<file path="config.mk">
export PLATFORM = sky130hd
export DESIGN_NAME = hazard_control_unit
export DESIGN_NICKNAME = d
export VERILOG_FILES = /design/src/rtl/hazard_control_unit.sv
export SDC_FILE = /design/constraint.sdc
export NUM_CORES = 1
export LEC_CHECK = 0
export ABC_AREA = 0
export CORE_ASPECT_RATIO = 1.5
export CORE_MARGIN = 2
export CORE_UTILIZATION = 49
export CTS_BUF_LIST = sky130_fd_sc_hd__clkbuf_8
export CTS_CLUSTER_DIAMETER = 120
export DETAILED_ROUTE_END_ITERATION = 8
export PLACE_DENSITY = 0.84
export RECOVER_POWER = 50
export SLEW_MARGIN = 20
export SYNTH_ARGS = -nofsm -noshare
export SYNTH_HDL_FRONTEND = slang
export SYNTH_SLANG_ARGS = --single-unit
</file>
<file path="constraint.sdc">
create_clock -name clk_i -period 2.7 [get_ports clk_i]
set_input_delay 0.54 -clock clk_i [delete_from_list [all_inputs] [get_ports clk_i]]
set_output_delay 0.54 -clock clk_i [all_outputs]
set_load 0.005 [all_outputs]
</file>
<file path="src/rtl/hazard_control_unit.sv">
// Pipeline sequencer for the 5-stage core: stall, flush and bubble control for the PC and the
// pipeline registers, with wrong-path fetch discard, DMEM wait timeout and a stall counter.
module hazard_control_unit #(
    parameter int unsigned TIMEOUT_CYCLES = 255,
    parameter int unsigned CNT_W          = 32
) (
    input  logic             clk_i,
    input  logic             rst_i,
    input  logic [4:0]       if_id_rs1_i,
    input  logic [4:0]       if_id_rs2_i,
    input  logic             if_id_use_rs1_i,
    input  logic             if_id_use_rs2_i,
    input  logic [4:0]       id_ex_rd_i,
    input  logic             id_ex_mem_re_i,
    input  logic             ex_redirect_i,
    input  logic             imem_ready_i,
    input  logic             dmem_req_i,
    input  logic             dmem_ready_i,
    output logic             pc_we_o,
    output logic             pc_sel_redirect_o,
    output logic             if_id_we_o,
    output logic             if_id_flush_o,
    output logic             id_ex_we_o,
    output logic             id_ex_flush_o,
    output logic             ex_mem_we_o,
    output logic             mem_wb_bubble_o,
    output logic             dmem_timeout_o,
    output logic [CNT_W-1:0] stall_cycles_o
);

    localparam int unsigned WaitW = $clog2(TIMEOUT_CYCLES + 1);

    typedef enum logic {StRun, StDmemWait} fsm_e;

    fsm_e             fsm_q, fsm_d;
    logic             discard_q, discard_d;
    logic [WaitW-1:0] wait_cnt_q, wait_cnt_d;
    logic             timeout_q, timeout_d;
    logic [CNT_W-1:0] stall_cycles_q, stall_cycles_d;

    logic dmem_stall, load_use;
    logic pc_we, pc_sel, if_id_we, if_id_flush, id_ex_we, id_ex_flush, ex_mem_we, mem_wb_bubble;

    assign dmem_stall = dmem_req_i & ~dmem_ready_i;
    assign load_use   = id_ex_mem_re_i & (id_ex_rd_i != 5'd0) &
                        ((if_id_use_rs1_i & (if_id_rs1_i == id_ex_rd_i)) |
                         (if_id_use_rs2_i & (if_id_rs2_i == id_ex_rd_i)));

    always_comb begin
        pc_we          = 1'b1;
        pc_sel         = 1'b0;
        if_id_we       = 1'b1;
        if_id_flush    = 1'b0;
        id_ex_we       = 1'b1;
        id_ex_flush    = 1'b0;
        ex_mem_we      = 1'b1;
        mem_wb_bubble  = 1'b0;
        fsm_d          = StRun;
        discard_d      = discard_q;
        wait_cnt_d     = '0;
        timeout_d      = timeout_q;
        stall_cycles_d = stall_cycles_q;

        // A returning fetch always retires a pending discard, even under a DMEM freeze.
        if (discard_q && imem_ready_i) begin
            discard_d = 1'b0;
        end

        if (dmem_stall) begin
            pc_we         = 1'b0;
            if_id_we      = 1'b0;
            id_ex_we      = 1'b0;
            ex_mem_we     = 1'b0;
            mem_wb_bubble = 1'b1;
            fsm_d         = StDmemWait;
            if (fsm_q == StRun) begin
                wait_cnt_d = WaitW'(1);
            end else begin
                wait_cnt_d = (wait_cnt_q == '1) ? wait_cnt_q : wait_cnt_q + 1'b1;
            end
            if (wait_cnt_q == WaitW'(TIMEOUT_CYCLES - 1)) begin
                timeout_d = 1'b1;
            end
        end else if (ex_redirect_i) begin
            pc_sel      = 1'b1;
            if_id_flush = 1'b1;
            id_ex_flush = 1'b1;
            discard_d   = ~imem_ready_i;
        end else if (discard_q) begin
            pc_we       = 1'b0;
            if_id_flush = 1'b1;
        end else if (load_use) begin
            pc_we       = 1'b0;
            if_id_we    = 1'b0;
            id_ex_flush = 1'b1;
        end else if (!imem_ready_i) begin
            pc_we       = 1'b0;
            if_id_flush = 1'b1;
        end

        if (!pc_we && (stall_cycles_q != '1)) begin
            stall_cycles_d = stall_cycles_q + 1'b1;
        end
    end

    always_ff @(posedge clk_i or posedge rst_i) begin
        if (rst_i) begin
            fsm_q          <= StRun;
            discard_q      <= 1'b0;
            wait_cnt_q     <= '0;
            timeout_q      <= 1'b0;
            stall_cycles_q <= '0;
        end else begin
            fsm_q          <= fsm_d;
            discard_q      <= discard_d;
            wait_cnt_q     <= wait_cnt_d;
            timeout_q      <= timeout_d;
            stall_cycles_q <= stall_cycles_d;
        end
    end

    // Reset forces the pipeline safe: nothing loads, every stage boundary holds a bubble.
    always_comb begin
        pc_we_o           = pc_we & ~rst_i;
        pc_sel_redirect_o = pc_sel & ~rst_i;
        if_id_we_o        = if_id_we & ~rst_i;
        if_id_flush_o     = if_id_flush | rst_i;
        id_ex_we_o        = id_ex_we & ~rst_i;
        id_ex_flush_o     = id_ex_flush | rst_i;
        ex_mem_we_o       = ex_mem_we & ~rst_i;
        mem_wb_bubble_o   = mem_wb_bubble | rst_i;
        dmem_timeout_o    = timeout_q & ~rst_i;
        stall_cycles_o    = stall_cycles_q;
    end

endmodule

</file>
**Port wiring**

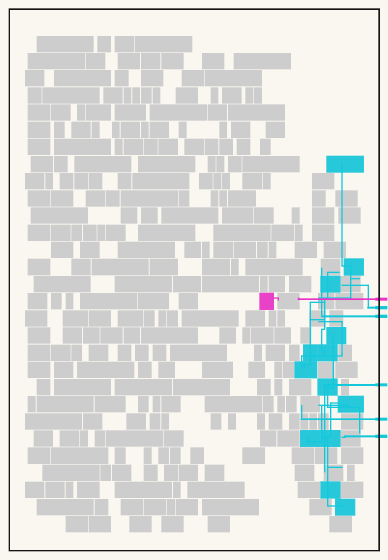
- cyan: id_ex_rd_i (direction input; end cells 13; wire 206 µm)
- magenta: dmem_timeout_o (direction output; end cells 1; wire 13.7 µm)
I/O pins: 65
IO Port Bufs: 64

**Placement view**

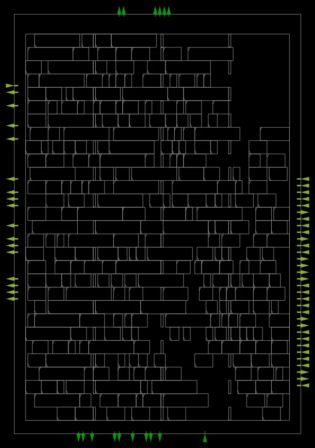
num sequential: 43
Core Area: 4245 µm²
Rows: 29
# fillers: 333
# Taps: 46

**Sequential cells grouped by signal name**

Other sequential cells in the stronger grey, the rest of the logic in the fainter grey.
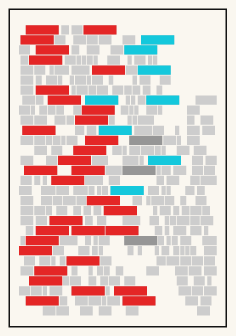
- red: stall_cycles_o (sequential cells 32)
- cyan: wait_cnt_q (sequential cells 8)
storage element area: 1076 µm²
Sequential Power: 0.753 mW
Seq area share: 0.3557

==> impl_metrics.env <==
# flow metrics
export IMPL_clkbuf_count=5
export IMPL_num_nonclk_buffers=80
export IMPL_buffer_area_frac=0.2407
export IMPL_hold_ws_ns=0.4460
export IMPL_dp_slack_ns=-0.4017
export IMPL_synth_area_top_cells="dfrtp_1 49%, xnor2_1 14%, nand4_1 4.9%"
export IMPL_syn_area_per_cell_um2=10.32
export IMPL_edf_count=0
export IMPL_met2_usage=0.3943
export IMPL_drt_iter0_drc=50
export IMPL_slew_viol_final=0
export IMPL_final_common_cell="clkdlybuf4s50_1"
export IMPL_flop_cell="dfrtp_1"
export IMPL_warning_count=27
export IMPL_drt_met1_wl_um=1977
export IMPL_synth_most_common_cell="dfrtp_1"
export IMPL_top_area_frac=0.4943
export IMPL_area_delta_synth_final_pct=38.97
export IMPL_mux_area_frac=0.005172
export IMPL_reg2reg_depth=6
export IMPL_hold_path_class="flop to flop"
export IMPL_mostFrequentLayoutCells="44 x clkdlybuf4s50_1, 43 x dfrtp_1, 34 x xnor2_1"
export IMPL_regToRegSetupSlack_ns=0.47
export IMPL_utilization=0.7126
export IMPL_p_leak_nw=1.373
export IMPL_fin_crit_sh=0.9698
export IMPL_placed_cell_area_um2=2958
export IMPL_hold_buffers=0
export IMPL_fin_setup_tns_ns=0
export IMPL_antenna_found_initial=0
export IMPL_chipArea_um2=5003
export IMPL_crit_required_ns=2.16
export IMPL_synthArstFlopShare=1.000
export IMPL_grt_overflow=0
export IMPL_cts_inserted_buffers=5
export IMPL_drc_errors=0
export IMPL_comb_area_um2=1064
export IMPL_outcome="complete, no violations"
export IMPL_clk_share=0.02688
export IMPL_tritoncts="yes"
export IMPL_crit_path_end_kind="primary output"
export IMPL_critPathKind="input port to primary output"
export IMPL_syn_cell_area_um2=2177
export IMPL_synth_cells=211
export IMPL_chipHeight_um=85.64
export IMPL_crit_path_start_kind="input port"
export IMPL_final_area_um2=3025
export IMPL_grt_max_degree=33
export IMPL_synthXorXnorAreaFrac=0.1891
export IMPL_final_layout_size_suffix_gt1_frac=0.09831
export IMPL_ys_sh_adder=0.01724
**Signal wires on met3**

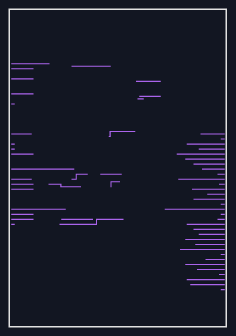
- wire length on this layer: 398 µm
- share of all routed wire: 7.5%
- main direction: horizontal
- nets with wire on the layer: 57
met3 usage: 0.05430
Total Wirelength: 5279 µm
DR vias: 1,870

**Wiring heat map**

The die is cut into 12 by 17 equal tiles; black is low, pale yellow is high, scaled to the fullest tile. Values are wire area over tile area, all layers added.
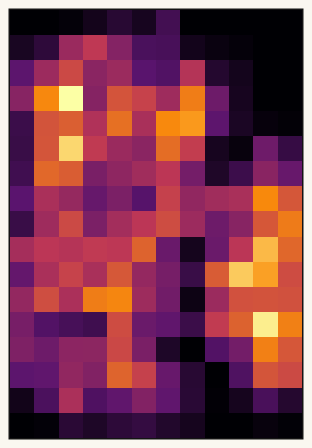
- densest ninth of the die: middle right
- tiles over half the peak: 27%
- mean over tiles: 0.17
total track usage: 0.2195
Avg WL per Cell: 15.48 µm

where the power goes:
part / switching, mW / internal, mW / leakage (nW)
sequential: 0.0613 / 0.691 / 0.587
clock: 0.210 / 0.174 / 0.0505
combinational: 0.140 / 0.205 / 0.736
repair_timing:
action / CTS / global route
resized: 11 / 5
setup buffers: 0 / 0
endpoints found under the setup margin: 4 / 2
pin swaps: 4 / 4
flip-flops by register name (all words and copies together) (netlist names):
register	flops
stall_cycles_o	32
wait_cnt_q	8
discard_q	1
fsm_q	1
timeout_q	1
critical path: stages:
cell and delay [ns]:
clkdlybuf4s50_1 0.51, xnor2_2 0.13, nand4_1 0.12, o22ai_2 0.21, o311a_1 0.22, a21oi_1 0.07
o21ai_0 0.15, clkbuf_2 0.14
Power is estimated from default activity; no workload was simulated.
